[src/rtl/mux_rr_n_a_1_if.sv]
// Stream bundle for the N-channel to 1 mux: per-channel inputs, mode/select, and the
// registered output stream. Signal names are from the mux's point of view.
interface mux_rr_n_a_1_if #(
  parameter int unsigned N_CH   = 4,
  parameter int unsigned DATA_W = 4
);
  localparam int unsigned SEL_W = $clog2(N_CH);

  logic [N_CH*DATA_W-1:0] i_datos;
  logic [N_CH-1:0]        i_valid;
  logic [N_CH-1:0]        o_ready;
  logic                   i_modo;
  logic [SEL_W-1:0]       i_sel;
  logic [DATA_W-1:0]      o_datos;
  logic [SEL_W-1:0]       o_canal;
  logic                   o_valid;
  logic                   i_ready;

  modport slave (
    input  i_datos, i_valid, i_modo, i_sel, i_ready,
    output o_ready, o_datos, o_canal, o_valid
  );

  modport master (
    output i_datos, i_valid, i_modo, i_sel, i_ready,
    input  o_ready, o_datos, o_canal, o_valid
  );
endinterface

[src/rtl/mux_rr_n_a_1.sv]
// N-channel to 1 stream mux with fixed-select or round-robin arbitration and a single
// registered output stage tagged with the source channel.
module mux_rr_n_a_1 #(
  parameter int unsigned N_CH   = 4,
  parameter int unsigned DATA_W = 4
) (
  input logic           i_clk,
  input logic           i_rst_n,
  mux_rr_n_a_1_if.slave bus
);
  localparam int unsigned SEL_W = $clog2(N_CH);

  typedef enum logic {StEmpty, StFull} state_e;

  state_e            state_q, state_d;
  logic [SEL_W-1:0]  ptr_q, ptr_d;
  logic [SEL_W-1:0]  canal_q, canal_d;
  logic [DATA_W-1:0] datos_q, datos_d;
  logic [SEL_W-1:0]  g;
  logic              grant_ok;
  logic              load;
  logic [N_CH-1:0]   ready;

  // Grant. Round-robin scans from the far end so the nearest valid channel after ptr wins.
  always_comb begin
    g        = '0;
    grant_ok = 1'b0;
    if (!bus.i_modo) begin
      if (int'(bus.i_sel) < int'(N_CH)) begin
        g        = bus.i_sel;
        grant_ok = bus.i_valid[bus.i_sel];
      end
    end else begin
      for (int off = int'(N_CH); off >= 1; off--) begin
        if (bus.i_valid[(int'(ptr_q) + off) % int'(N_CH)]) begin
          g        = SEL_W'((int'(ptr_q) + off) % int'(N_CH));
          grant_ok = 1'b1;
        end
      end
    end
  end

  always_comb begin
    state_d = state_q;
    ptr_d   = ptr_q;
    canal_d = canal_q;
    datos_d = datos_q;
    ready   = '0;
    // Gating with reset keeps every o_ready low while reset is held.
    load    = grant_ok && i_rst_n && ((state_q == StEmpty) || bus.i_ready);
    if (load) begin
      ready[g] = 1'b1;
      datos_d  = bus.i_datos[int'(g)*DATA_W +: DATA_W];
      canal_d  = g;
      if (bus.i_modo) ptr_d = g;
    end
    unique case (state_q)
      StEmpty: if (load) state_d = StFull;
      StFull:  if (bus.i_ready && !load) state_d = StEmpty;
      default: state_d = StEmpty;
    endcase
  end

  always_ff @(posedge i_clk or negedge i_rst_n) begin
    if (!i_rst_n) begin
      state_q <= StEmpty;
      ptr_q   <= SEL_W'(N_CH - 1);
      canal_q <= '0;
      datos_q <= '0;
    end else begin
      state_q <= state_d;
      ptr_q   <= ptr_d;
      canal_q <= canal_d;
      datos_q <= datos_d;
    end
  end

  assign bus.o_ready = ready;
  assign bus.o_valid = (state_q == StFull);
  assign bus.o_datos = datos_q;
  assign bus.o_canal = canal_q;
endmodule

[src/flat_wrapper.sv]
// flat-port wrapper written by rule: the top's interface ports become plain ports
module mux_rr_n_a_1_flat 
#(
  parameter int unsigned N_CH   = 4,
  parameter int unsigned DATA_W = 4
)
  (i_clk, i_rst_n, bus_i_datos, bus_i_valid, bus_i_modo, bus_i_sel, bus_i_ready, bus_o_ready, bus_o_datos, bus_o_canal, bus_o_valid);
  mux_rr_n_a_1_if #(.N_CH(N_CH), .DATA_W(DATA_W)) bus_i ();
  input logic i_clk;
  input logic i_rst_n;
  input wire logic [$bits(bus_i.i_datos)-1:0] bus_i_datos;
  input wire logic [$bits(bus_i.i_valid)-1:0] bus_i_valid;
  input wire logic [$bits(bus_i.i_modo)-1:0] bus_i_modo;
  input wire logic [$bits(bus_i.i_sel)-1:0] bus_i_sel;
  input wire logic [$bits(bus_i.i_ready)-1:0] bus_i_ready;
  output wire logic [$bits(bus_i.o_ready)-1:0] bus_o_ready;
  output wire logic [$bits(bus_i.o_datos)-1:0] bus_o_datos;
  output wire logic [$bits(bus_i.o_canal)-1:0] bus_o_canal;
  output wire logic [$bits(bus_i.o_valid)-1:0] bus_o_valid;
  assign bus_i.i_datos = bus_i_datos;
  assign bus_i.i_valid = bus_i_valid;
  assign bus_i.i_modo = bus_i_modo;
  assign bus_i.i_sel = bus_i_sel;
  assign bus_i.i_ready = bus_i_ready;
  assign bus_o_ready = bus_i.o_ready;
  assign bus_o_datos = bus_i.o_datos;
  assign bus_o_canal = bus_i.o_canal;
  assign bus_o_valid = bus_i.o_valid;
  mux_rr_n_a_1 #(.N_CH(N_CH), .DATA_W(DATA_W)) u_core (.i_clk(i_clk), .i_rst_n(i_rst_n), .bus(bus_i));
endmodule
[config.mk]
export PLATFORM = sky130hd
export DESIGN_NAME = mux_rr_n_a_1_flat
export DESIGN_NICKNAME = d
export VERILOG_FILES = /design/src/rtl/mux_rr_n_a_1_if.sv /design/src/rtl/mux_rr_n_a_1.sv /design/src/flat_wrapper.sv
export SDC_FILE = /design/constraint.sdc
export NUM_CORES = 1
export LEC_CHECK = 0
export ABC_CLOCK_PERIOD_IN_PS = 3610
export CAP_MARGIN = 20
export CORE_MARGIN = 8
export CORE_UTILIZATION = 35
export CTS_BUF_LIST = sky130_fd_sc_hd__clkbuf_16
export DETAILED_ROUTE_END_ITERATION = 8
export MAX_ROUTING_LAYER = met4
export PLACE_DENSITY = 0.69
export SKIP_CTS_REPAIR_TIMING = 1
export SLEW_MARGIN = 20
export SYNTH_ARGS = -nofsm -noshare
export SYNTH_HDL_FRONTEND = slang
export SYNTH_SLANG_ARGS = --single-unit
[constraint.sdc]
create_clock -name i_clk -period 3.61 [get_ports i_clk]
set_input_delay 0.722 -clock i_clk [delete_from_list [all_inputs] [get_ports i_clk]]
set_output_delay 0.722 -clock i_clk [all_outputs]
set_load 0.005 [all_outputs]
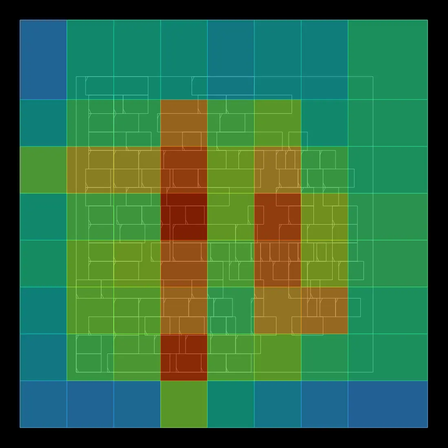
Run 1: track usage over the die
average wire per standard cell: 14.4 um
total global routing track utilization: 12.9%
Global Route met2 Usage: 19.7%
met3 layer usage reported by global route: 6.67%

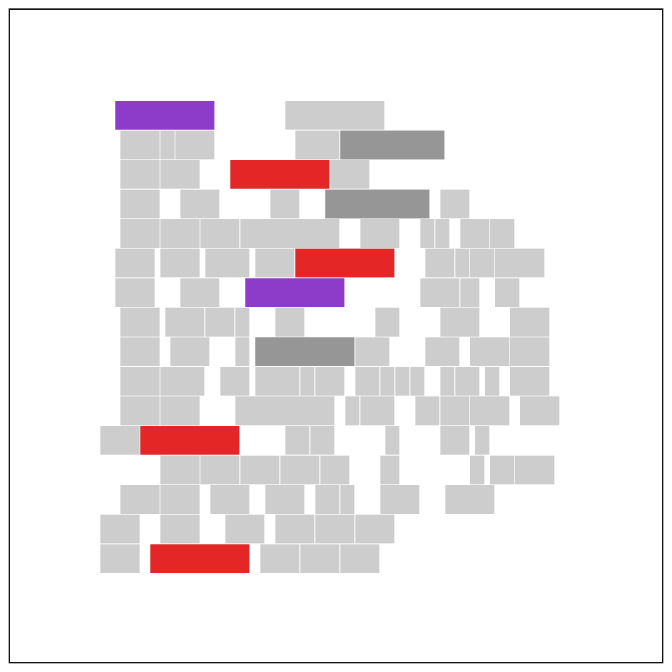
Run 1: sequential cells colored by netlist name
Other sequential cells in the stronger gray, the rest of the logic in the fainter gray.
legend:
  purple:
    signal: `u_core.bus.o_canal`
    flops: 2
  red:
    signal: `u_core.bus.o_datos`
    flops: 4
not colored: 3

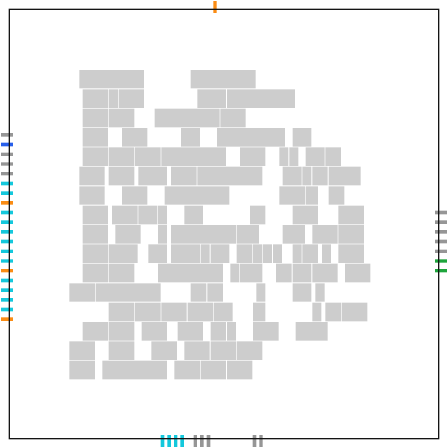
Run 1: pin map
Pins as bars across the die edge, other pins in gray.
legend:
  green:
    port: `bus_i_sel`
    pins: 2
    direction: input
    edge: right
  cyan:
    port: `bus_i_datos`
    pins: 16
    direction: input
    edge: 12 left, 4 bottom
  blue:
    port: `i_rst_n`
    pins: 1
    direction: input
    edge: left
  orange:
    port: `bus_o_datos`
    pins: 4
    direction: output
    edge: 3 left, 1 top
all pins by edge: 20 left, 9 bottom, 7 right, 1 top

==> run 1: metal layers <==
| metal | GRT usage, % | vias up |
|---|---|---|
| met5 | - | - |
| li1 | - | 346 |
| met2 | 19.7 | 29 |
| met4 | 4.76 | 0 |
| met3 | 6.67 | 2 |
| met1 | 14.1 | 324 |
==> run 1: metrics by stage <==
stage | area, sq um | util, % | worst slack (ns) | cells | hold slack (ns)
6_report | 1180 | 62.0 | 0.124 | 141 | 0.495
3_3_place_gp | 1090 | 57.1 | 0.0746 | 137 | 0.491
4_1_cts | 1160 | 61.3 | 0.0489 | 141 | 0.497
2_1_floorplan | 678 | - | 1.22 | 72 | 0.426
5_1_grt | 1180 | 62.0 | 0.00392 | 141 | 0.512
3_5_place_dp | 1090 | 57.1 | 0.0681 | 137 | 0.484
==> run 1: final timing paths <==
path	startpoint	endpoint	slack, ns	cells past startpoint
hold reg to reg	u_core.bus.o_canal[1]$_DFFE_PN0P_	u_core.bus.o_canal[1]$_DFFE_PN0P_	0.49	1
min in group asynchronous	i_rst_n	u_core.bus.o_datos[0]$_DFFE_PN0P_	0.87	2
max in group asynchronous	i_rst_n	u_core.ptr_q[0]$_DFFE_PN1P_	2.53	2
setup / recovery	bus_i_valid[2]	bus_o_ready[1]	0.12	7
setup reg to reg	u_core.ptr_q[1]$_DFFE_PN1P_	u_core.bus.o_datos[0]$_DFFE_PN0P_	1.52	7
hold / removal	u_core.bus.o_canal[1]$_DFFE_PN0P_	u_core.bus.o_canal[1]$_DFFE_PN0P_	0.49	1
==> run 1: state kept, by name, summed over array words and instances, names as in the netlist <==
register            flops
u_core.ptr_q            2
u_core.bus.o_valid      1
u_core.bus.o_datos      4
u_core.bus.o_canal      2
==> run notes, run 1 <==
The area taken by sequential standard cells is reported as 228 sq um. The data required time reported for the critical path is 2.89 ns. The tool warning count for the run is 26. With the met2 wirelength from detailed routing at 942 um, the post-synthesis cell type count is 26. The final layout report lists a filler cell count of 167. The longest incremental delay of any stage on the critical path is reported as 0.52 ns.

During placement, the flow inserted port buffers numbering 36. The tools report the area figure in the yosys stat output as 678 sq um. The synthesized-area fraction occupied by xor and xnor cells is 0%, and the cell total in the yosys stat output is 72. The DRC violation count after routing came out at 0. After layout, the minimum clock period comes to 3.49 ns.

TritonCTS built the clock tree. The master of the slowest instance on the critical path is clkdlybuf4s50_1. Of the cells placed in the final design, the portion with a size suffix greater than 1 is 15.8%. Setup TNS: 0 ns. The flow ran to the end, and the final reports show no timing, DRC or antenna violations. Per the synth stats, the flop cell with the highest instance count is dfrtp_1. The vertical die dimension reported for this design is 60.0 um.

Horizontal extent of the die: 60.0 um. The run gives 6.69% for the final-layout clock-cell area share. With the power of the sequential group at 0.000178 W, the share of total power in sequential cells is 28.2%. The largest area contributor in the synthesized netlist is dfrtp_1. In the post-synthesis netlist, the cell with the most instances is mux2i_1. The worst max-slew margin expressed relative to the limit was 78.9%. The worst VDD IR drop from the latest analysis is 0.000352 V. Count of final hold-check violations: 0. The met3 wire length was 211 um; the complex-gate fraction of the synthesized area was 15.9%. Entering global routing, the biggest net connects 10 pins. The synthesized area per cell works out to 9.42 sq um.

For the number of nets in the synthesized netlist, the log shows 98. The run gives 33.6% for the proportion of synthesized chip area in sequential cells. The adder and majority cell fraction of the synthesized area came out at 0%. Once detail routing completed, the nets flagged for antenna violations numbered 0.

The group drawing the most power was combinational cells. The met1 layer wirelength in the final routing is 859 um. Setup repair after global routing left no endpoint under its margin. The run gives 1 for the deepest level of the CTS H-tree. With the synthesized cell area at 678 sq um, the total congestion overflow is 0. The proportion of cell area occupied by multi-input gates is 34.9%.

53 cells are multi-input combinational gates. The final max-slew violation count recorded for this run is 0. The run gives 14.4% for the share of synthesized cell area in and, or, nand and nor gates. The clock network consumes a total of 0.000192 W.

After layout, the worst path uses 96.6% of the clock period.
## Run 2: what changed since run 1
--- a/config.mk
+++ b/config.mk
@@ -11,6 +11,7 @@
 export CORE_UTILIZATION = 35
 export CTS_BUF_LIST = sky130_fd_sc_hd__clkbuf_16
 export DETAILED_ROUTE_END_ITERATION = 8
+export GPL_TIMING_DRIVEN = 0
 export MAX_ROUTING_LAYER = met4
 export PLACE_DENSITY = 0.69
 export SKIP_CTS_REPAIR_TIMING = 1
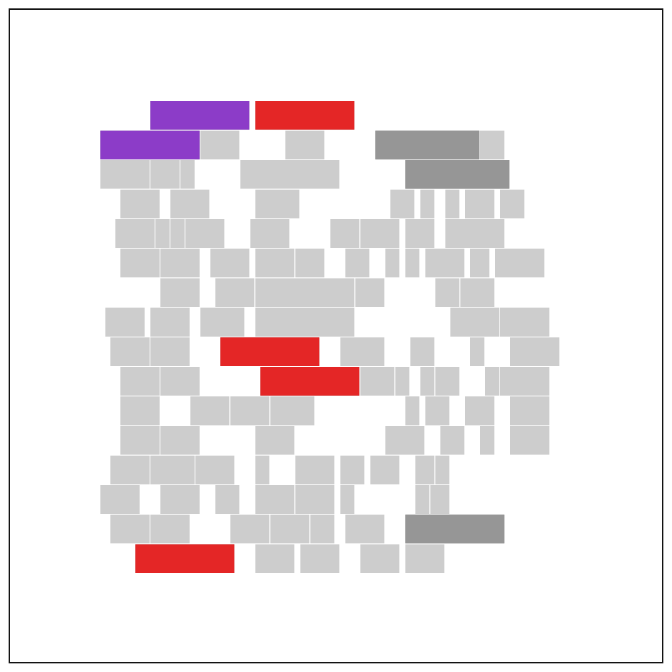
Run 2: sequential cells colored by netlist name
Other sequential cells in the stronger gray, the rest of the logic in the fainter gray.
legend:
  red:
    signal: `u_core.bus.o_datos`
    flops: 4
  purple:
    signal: `u_core.bus.o_canal`
    flops: 2
not colored: 3
Flop area: 228 sq um
utilization after layout: 61.8%
fraction of area in registers: 19.4%

==> run 2 against run 1 <==
Compared with the run above:
- worst hold slack got worse by 0.060 ns
- non-clock buffer count fell by 2
- register-to-register slack improved by 0.09 ns
- total power fell by 0.96%
- fmax rose by 3.3%
- core utilization fell by 0.20 points
- first-iteration DRC count rose by 17%
- sequential share of layout area rose by 0.062 points
- setup slack improved by 0.11 ns
==> run notes, run 2 <==
Per the timing report, the most critical flop-to-flop path originates at u_core.ptr_q[1]$_DFFE_PN1P_. The synthesis stats list as the most numerous cell mux2i_1. Per the synthesis report, the simple-gate share of the synthesized area is 14.4%.

For the post-synthesis cell type count, the log shows 26. Yosys reports a chip area of 678 sq um. In this run, the synthesized area fraction spent on xor and xnor cells is recorded as 0%. TritonCTS built the clock tree. After synthesis, flip-flops and latches occupy 33.6% of the total area.

Number of non-filler instances in the completed layout: 139. The most instantiated flip-flop cell in the synthesis netlist is dfrtp_1. Of the total power, registers draw 28.6%. The largest net degree at the start of global routing was 11. The largest area contributor in the synthesized netlist was dfrtp_1. In the final report, the number of hold violations comes to 0.

The register with the most flip-flops in the layout has 4 of them. STA reports a reg2reg setup slack of 1.61 ns. Counting cells, the worst reg-to-reg path comes to 7.

Port buffering added 36 buffers. The analysis reports a worst IR drop on VDD of 0.000362 V. Across all stage logs, warnings added up to 26. The complex-gate fraction of the synthesized area is 15.9%. The instance count after placement with tap cells included was 135.

The run gives 0.435 ns as the worst hold slack. The number of nets in the synthesized netlist was 98; the total congestion overflow was 0. Global routing consumed, over all layers together, 12.7% of the routing resources. Setup total negative slack on the finished layout was measured at 0 ns. The average wire per standard cell is 14.1 um.

With the maximum single-stage delay on the critical path at 0.54 ns, the DRC violation count after routing is 0. The placement stage leaves a total instance area of 1070 sq um. The flow ran to the end, and the final reports show no timing, DRC or antenna violations. The cell-mix breakdown from Yosys lists the adder-cell area share as 0%. Yosys stat counts 72 cells in the synthesized netlist. The run gives 2.89 ns for the required time of the critical path. The run gives 67.3% for the worst max-slew margin expressed relative to the limit. Across all setup checks in the final design, the least slack found is 0.237 ns.
[run 2: netlist changes by cell type in the layout (fill, tap and decap cells not counted)]
cell	change
buf_4	-3
a31o_1	+1
a21oi_2	-1
a2111oi_1	-1
clkdlybuf4s50_1	-5
a31o_2	-1
dlymetal6s2s_1	+5
buf_6	+1
a2111oi_2	+1
a21oi_1	+1
a31oi_2	-1
a31oi_1	+1
[run 2: worst max-delay path by stage]
stage | cells after the start | startpoint | endpoint
floorplan | 6 | bus_i_valid[2] | bus_o_ready[0]
global placement | 7 | i_rst_n | bus_o_ready[1]
detailed placement | 7 | i_rst_n | bus_o_ready[1]
CTS | 7 | i_rst_n | bus_o_ready[1]
global route | 9 | bus_i_sel[0] | bus_o_ready[1]
finish | 9 | bus_i_sel[0] | bus_o_ready[1]
[run 2: power groups by stage]
stage | combinational, W | clock, W | sequential, W
after floorplan | 0.000129 | 0 | 0.000175
after global placement | 0.000250 | 0 | 0.000175
after detailed placement | 0.000252 | 0 | 0.000178
after CTS | 0.000254 | 0.000195 | 0.000177
after global routing | 0.000276 | 0.000204 | 0.000185
final | 0.000253 | 0.000192 | 0.000178
[run 2: layout make-up]
class	count	share of cell area, %
Buffer	3	2.24
Clock buffer	3	6.39
Clock inverter	1	0.319
Inverter	7	2.24
Multi-Input combinational cell	53	34.6
Sequential cell	9	19.4
Tap cell	27	2.88
Timing Repair Buffer	36	31.9
[run 2: per-layer routing]
layer  vias up  routed length [um]  track usage [%]
met3         2                 167             5.59
met2        27                 860             19.2
li1        343                   -                -
met1       331                 918             15.2
met5         -                   0                -
met4         0                  11             3.06
## Run 3: what changed since run 2
--- a/config.mk
+++ b/config.mk
@@ -8,12 +8,13 @@
 export ABC_CLOCK_PERIOD_IN_PS = 3610
 export CAP_MARGIN = 20
 export CORE_MARGIN = 8
-export CORE_UTILIZATION = 35
+export CORE_UTILIZATION = 40
 export CTS_BUF_LIST = sky130_fd_sc_hd__clkbuf_16
 export DETAILED_ROUTE_END_ITERATION = 8
+export GPL_ROUTABILITY_DRIVEN = 0
 export GPL_TIMING_DRIVEN = 0
 export MAX_ROUTING_LAYER = met4
-export PLACE_DENSITY = 0.69
+export PLACE_DENSITY = 0.78
 export SKIP_CTS_REPAIR_TIMING = 1
 export SLEW_MARGIN = 20
 export SYNTH_ARGS = -nofsm -noshare
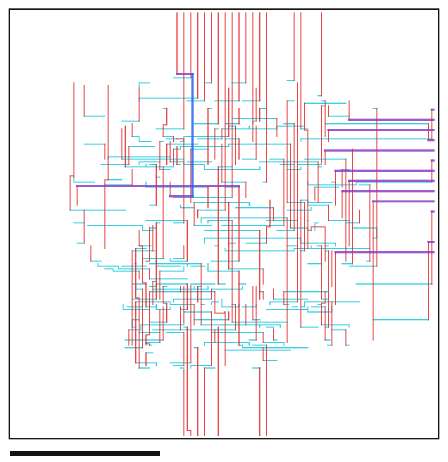
Run 3: routed metal, one color a layer
Scale bar: 20 um.
legend:
  purple:
    layer: met3
    wire_length: 126 um
  cyan:
    layer: met1
    wire_length: 783 um
  blue:
    layer: met4
    wire_length: 16.3 um
  red:
    layer: met2
    wire_length: 1140 um

==> run 3 against run 2 <==
Compared with the run above:
- fmax fell by 1.5%
- clock power fell by 2%
- largest cell class unchanged
- largest power group unchanged
- routed wire length rose by 5.3%
- final area rose by 0.21%
- synthesized cell count did not move
- count of clock-buffer cells in the layout did not move
- clock skew fell by 0.0044 ns
- critical path depth did not move
- final cell count fell by 7.2%
- highest routed layer unchanged
==> run notes, run 3 <==
In this run the worst setup path begins at bus_i_sel[0]. The total congestion overflow is 0, and the deepest level of the CTS H-tree is 1. TritonCTS built the clock tree. The logs give 1.60 ns for the reg-to-reg setup timing slack and 678 sq um for the area figure in the yosys stat output. Buffers inserted during clock tree synthesis total 3. Setup repair after global routing left no endpoint under its margin.

The count of tool warnings was 26. Post-route period utilization is reported as 94.9%. Once placement completed, the tool counted placed cells totaling 125. Synthesis instantiated 26 different standard cells from the library.

The run gives 0 for the number of routed nets with antenna violations. The cell total in the yosys stat output came out at 72. In the final routing, the length of wire on met1 measures 782 um. In this run the critical register-to-register path is launched from u_core.ptr_q[0]$_DFFE_PN1P_. The finished layout holds 129 standard cells, fillers aside. The growth of design area from synthesis to finish was 73.6%; the number of nets in the synthesized netlist was 98. The post-route netlist has 14.3% of its cells at a drive strength greater than 1. With the number of maximum-capacitance violations at 0, the count of final hold-check violations is 0. The run gives 33.6% for the proportion of synthesized chip area in sequential cells. According to the floorplan report, the die height is 57.2 um. The run gives 25.8% for the area share of the largest cell type after synthesis.

Largest area contributor in the synthesized netlist: dfrtp_1. The run gives 4 for the number of flip-flops under the largest register name. For this sky-water flow run, the detailed-routed wirelength per cell is reported as 16.0 um. The report shows a maximum critical-path fanout of 10. The worst max-slew margin expressed relative to the limit came out at 69.7%.

The data arrival time reported for the critical path is 2.70 ns. Once layout is done, the placed cells without fillers occupy 1180 sq um. For the area of the die, the log shows 3270 sq um. The leakage component of the power was reported as 0.567 nW. The cell with the most instances after synthesis is mux2i_1. The ratio of total power to cell area was 532 nW/um^2; the met2 wirelength from detailed routing was 1140 um. Leaving out fill and tap cells, the most frequent cells in the layout are 30 x clkdlybuf4s50_1, 15 x mux2i_1, 8 x inv_1, 7 x dfrtp_1, 6 x dlymetal6s2s_1. The run gives 12.3% for the overall fraction of global-route tracks in use.

The instance area at placement is 1060 sq um. The run gives 0.000560 V for the largest voltage drop on the vdd net. Highest signal layer in the routed design: met4.

The tools report the minimum setup slack in the final design as 0.186 ns. With the logic depth of the worst register-to-register path at 7, the synthesized cell area is 678 sq um. For this design, the sink count on the clock tree is 9. The worst path needs 3.42 ns of the cycle, external delays included.

The flow ran to the end, and the final reports show no timing, DRC or antenna violations. Capture instance of the worst register-to-register path: u_core.bus.o_datos[0]$_DFFE_PN0P_. The number of endpoints failing setup at the final stage is 0.

Per the synth stats, the flop cell with the highest instance count is dfrtp_1. The required time of the critical path is 2.89 ns, and the met3 wire length is 126 um. The horizontal extent of the die came out at 57.2 um.

The final power report lists total power as 0.000626 W. The count of buffers added on input and output ports is 36. The run gives 0.23 ns as the latest clock arrival within the worst-skew pair. OpenSTA, run right after detailed placement, puts the worst setup slack at 0.00516 ns.

The synthesized area per cell came out at 9.42 sq um. For the largest net degree at the start of global routing, the log shows 11. The capture point of the critical path was bus_o_ready[1]. Number of max-slew violations in the final report: 0. The DRC violation count after routing is 0. The final route contains 692 vias.
[run 3: cells by family (layout without fill, tap and decap cells)]
family          after synthesis  after routing  share of synthesized area (%)
mux                          19             19                           28.8
buf+inv                      10             50                           7.38
simple gates                 19             19                           14.4
compound gates               15             15                           15.9
flops                         9              9                           33.6
[run 3: area by class of cell]
type                            instances  area, sq um
Clock buffer                            3         75.1
Fill cell                             123          474
Multi-Input combinational cell         53          418
Clock inverter                          1         3.75
Tap cell                               17         21.3
Buffer                                  3         30.0
Inverter                                7         26.3
Timing Repair Buffer                   36          375
Sequential cell                         9          228
[run 3: power by group]
group	total (W)	leakage (nW)	internal (W)	switching, W
registers	0.000178	0.102	0.000149	0.0000289
logic	0.000261	0.423	0.000158	0.000103
clock network	0.000188	0.0423	0.000144	0.0000439
total	0.000626	0.567	0.000451	0.000175
[run 3: routing by layer]
metal,vias up,track usage [%]
li1,344,-
met1,329,12.6
met2,17,21.9
met3,2,3.55
met4,0,4.03
met5,-,-
[run 3: worst max-delay path, cell delays in order]
cell	delay, ns
clkdlybuf4s50_1	0.55
mux2i_1	0.12
nand2_1	0.10
nand4_1	0.13
a21oi_2	0.19
buf_6	0.16
nand2_1	0.07
nor2_1	0.11
clkdlybuf4s50_1	0.53
[run 3: stage by stage]
| step | TNS (ns) | utilization, % | hold WS, ns |
|---|---|---|---|
| 2_1_floorplan | 0 | - | 0.426 |
| 3_3_place_gp | 0 | 64.2 | 0.475 |
| 3_5_place_dp | 0 | 64.2 | 0.484 |
| 4_1_cts | -0.0296 | 68.9 | 0.492 |
| 5_1_grt | 0 | 71.3 | 0.470 |
| 6_report | 0 | 71.3 | 0.422 |
Power figures rest on the tool's default switching activity, not on a simulated workload.
